### A small window of the routed layout

Window x 4 to 29, y 37 to 62 um. Cells in grey, sequential cells in the stronger grey; small squares are vias.
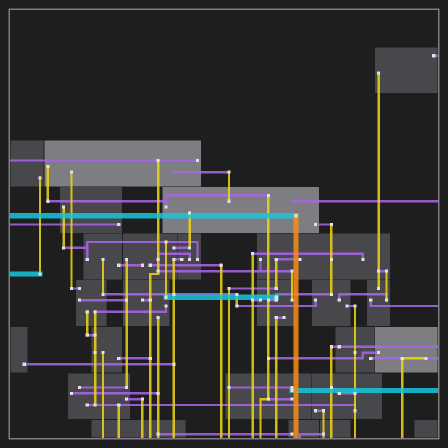
### Track usage over the die

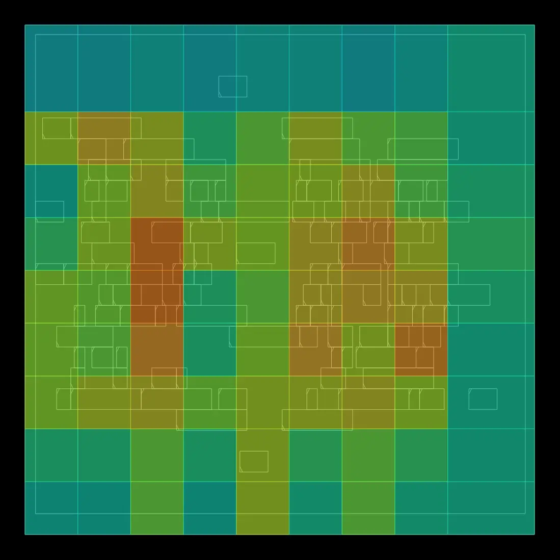
--- src/rtl/pulse_spacer_pkg.sv ---
// rtl/pulse_spacer_pkg.sv - shared types and constants for the pulse_spacer rate-shaping stage
package pulse_spacer_pkg;

    typedef enum logic [1:0] {
        ST_IDLE  = 2'd0,
        ST_PULSE = 2'd1,
        ST_GAP   = 2'd2
    } state_t;

    localparam int DROP_CNT_W = 8;
    localparam int GAP_W      = $clog2(256);

    function automatic logic [DROP_CNT_W-1:0] sat_inc_drop(input logic [DROP_CNT_W-1:0] v);
        return (&v) ? v : v + 1'b1;
    endfunction

endpackage

--- src/rtl/sat_updown_cnt.sv ---
// rtl/sat_updown_cnt.sv - saturating up/down counter holding the queued event count
module sat_updown_cnt #(
    parameter int WIDTH = 4
) (
    input  logic             clk,
    input  logic             rst_n,
    input  logic             clr,
    input  logic             inc,
    input  logic             dec,
    output logic [WIDTH-1:0] cnt,
    output logic             full,
    output logic             drop
);

    logic [WIDTH-1:0] cnt_q;
    logic [WIDTH-1:0] cnt_d;
    logic             empty;

    assign full  = &cnt_q;
    assign empty = (cnt_q == '0);
    // A simultaneous issue frees the slot the new event takes, so it is never a drop.
    assign drop  = inc & full & ~dec;

    always_comb begin
        cnt_d = cnt_q;
        if (clr) begin
            cnt_d = '0;
        end else if (inc && !dec && !full) begin
            cnt_d = cnt_q + 1'b1;
        end else if (dec && !inc && !empty) begin
            cnt_d = cnt_q - 1'b1;
        end
    end

    always_ff @(posedge clk or negedge rst_n) begin
        if (!rst_n) begin
            cnt_q <= '0;
        end else begin
            cnt_q <= cnt_d;
        end
    end

    assign cnt = cnt_q;

endmodule

--- src/rtl/pulse_spacer.sv ---
// rtl/pulse_spacer.sv - queues event requests and issues them as single-cycle pulses at least GAP+1 cycles apart
// Optional PULSE_SPACER_DROP_CNT_EN adds the saturating drop_cnt output.
module pulse_spacer
    import pulse_spacer_pkg::*;
#(
    parameter int CNT_W     = 4,
    parameter int GAP       = 3,
    parameter int T_CLKA_PS = 10000,
    parameter int T_CLKB_PS = 10000
) (
    input  logic             clkA,
    input  logic             rst_n,
    input  logic             clr,
    input  logic             ev_in,
    output logic             pulse_out,
    output logic [CNT_W-1:0] pending,
    output logic             busy,
    output logic             ovf
`ifdef PULSE_SPACER_DROP_CNT_EN
    ,
    output logic [DROP_CNT_W-1:0] drop_cnt
`endif
);

    state_t           state_q;
    state_t           state_d;
    logic [GAP_W-1:0] gap_cnt_q;
    logic [GAP_W-1:0] gap_cnt_d;
    logic             pulse_q;
    logic             pulse_d;
    logic             ovf_q;
    logic             ovf_d;

    logic             accept_req;
    logic             has_pending;
    logic             gap_last;
    logic             issue;
    logic             drop;
    logic             pending_full;

    // An event arriving together with clr is discarded, never counted as a drop.
    assign accept_req  = ev_in & ~clr;
    assign has_pending = (pending != '0);
    assign gap_last    = (state_q == ST_GAP) && (gap_cnt_q == '0);
    assign issue       = ~clr & has_pending & ((state_q == ST_IDLE) | gap_last);

    sat_updown_cnt #(
        .WIDTH(CNT_W)
    ) u_pending (
        .clk  (clkA),
        .rst_n(rst_n),
        .clr  (clr),
        .inc  (accept_req),
        .dec  (issue),
        .cnt  (pending),
        .full (pending_full),
        .drop (drop)
    );

    always_comb begin
        state_d   = state_q;
        gap_cnt_d = gap_cnt_q;
        pulse_d   = 1'b0;
        ovf_d     = drop;
        if (clr) begin
            state_d   = ST_IDLE;
            gap_cnt_d = '0;
            ovf_d     = 1'b0;
        end else begin
            case (state_q)
                ST_IDLE: begin
                    if (issue) begin
                        state_d = ST_PULSE;
                        pulse_d = 1'b1;
                    end
                end
                ST_PULSE: begin
                    state_d   = ST_GAP;
                    gap_cnt_d = GAP_W'(GAP - 1);
                end
                ST_GAP: begin
                    if (gap_last) begin
                        if (issue) begin
                            state_d = ST_PULSE;
                            pulse_d = 1'b1;
                        end else begin
                            state_d = ST_IDLE;
                        end
                    end else begin
                        gap_cnt_d = gap_cnt_q - 1'b1;
                    end
                end
                default: begin
                    state_d = ST_IDLE;
                end
            endcase
        end
    end

    always_ff @(posedge clkA or negedge rst_n) begin
        if (!rst_n) begin
            state_q   <= ST_IDLE;
            gap_cnt_q <= '0;
            pulse_q   <= 1'b0;
            ovf_q     <= 1'b0;
        end else begin
            state_q   <= state_d;
            gap_cnt_q <= gap_cnt_d;
            pulse_q   <= pulse_d;
            ovf_q     <= ovf_d;
        end
    end

    assign pulse_out = pulse_q;
    assign ovf       = ovf_q;
    assign busy      = (state_q != ST_IDLE) || has_pending;

`ifdef PULSE_SPACER_DROP_CNT_EN
    logic [DROP_CNT_W-1:0] drop_cnt_q;
    logic [DROP_CNT_W-1:0] drop_cnt_d;

    always_comb begin
        drop_cnt_d = drop_cnt_q;
        if (clr) begin
            drop_cnt_d = '0;
        end else if (drop) begin
            drop_cnt_d = sat_inc_drop(drop_cnt_q);
        end
    end

    always_ff @(posedge clkA or negedge rst_n) begin
        if (!rst_n) begin
            drop_cnt_q <= '0;
        end else begin
            drop_cnt_q <= drop_cnt_d;
        end
    end

    assign drop_cnt = drop_cnt_q;
`endif

`ifndef SYNTHESIS
    // clkB must see each level change of the synchronizer toggle for two of its edges.
    if (GAP < 1 || GAP > 255 || (GAP + 1) * T_CLKA_PS < 2 * T_CLKB_PS) begin : g_cfg_err
        $error("pulse_spacer: GAP out of range or too short for the clkB period");
    end

    always_ff @(posedge clkA) begin
        if (rst_n) begin
            assert (!drop || pending_full);
        end
    end
`endif

endmodule

--- config.mk ---
export PLATFORM = sky130hd
export DESIGN_NAME = pulse_spacer
export DESIGN_NICKNAME = d
export VERILOG_FILES = /design/src/rtl/pulse_spacer_pkg.sv /design/src/rtl/sat_updown_cnt.sv /design/src/rtl/pulse_spacer.sv
export SDC_FILE = /design/constraint.sdc
export NUM_CORES = 1
export LEC_CHECK = 0
export CORE_UTILIZATION = 25
export DETAILED_ROUTE_END_ITERATION = 8
export HOLD_SLACK_MARGIN = 0.02
export PLACE_DENSITY = 0.47
export SETUP_SLACK_MARGIN = 0.5
export SYNTH_ARGS = -nofsm -noshare
export SYNTH_HDL_FRONTEND = slang
export SYNTH_SLANG_ARGS = --single-unit
--- constraint.sdc ---
create_clock -name clkA -period 6.72 [get_ports clkA]
set_input_delay 2.016 -clock clkA [delete_from_list [all_inputs] [get_ports clkA]]
set_output_delay 2.016 -clock clkA [all_outputs]
set_load 0.02 [all_outputs]
==> changes_impl.md <==
### Changed

* Outcome: complete, no violations
* Crit. End Element: register
* Combinational Gates at slightly above 80
* Top Layout Cells: 16 x dfrtp_1, 11 x nor2_1, 10 x clkdlybuf4s50_1
* Top cell excl fill/tap: dfrtp_1
* Synth unique cells at roughly 42
* Clock buffer depth at 2
* Critical R2R Launch: gap_cnt_q[0]
* Top cells by count, synth: 16 x dfrtp_1, 11 x nor2_1, 7 x inv_1
* Met3 WL post-DR at 88 um
* Sequential-to-total area share from yosys stat at between 30 and 40%
* WL met2 at between 900 and 1000 um
* Sequential Power Share at ~31%
* Post-route cell area at about 1200 sq um
* Combinational power share at a little under three fifths
* Area after DPL at 1180 sq um
* Slew margin rel. at between 50 and 60%
* Clock buf count at 3
* CTS tree: done
* Final setup fails at 0
* Total power at 0.000539 W
* Static leakage at about 0.54 nW
Notes on 'A small window of the routed layout' above:
- M1: purple
- M4: orange
- M2: yellow
- M3: cyan
- netlist names of flops here include: u_pending.cnt (2)
- most frequent: clkdlybuf4s50_1 (3), nor3_1 (2), dfrtp_1 (2)
- sequential cells in the window: 2
- cells with their middle in the window: 19

Notes on 'Track usage over the die' above:
M1 GR Usage: 13.8%
WL/cell: 12.3 um
total global-route track usage: 11.1%
met3 Usage GRT: 4.45%
Most Crowded Layer GR: met2

Power is estimated from default activity; no workload was simulated.
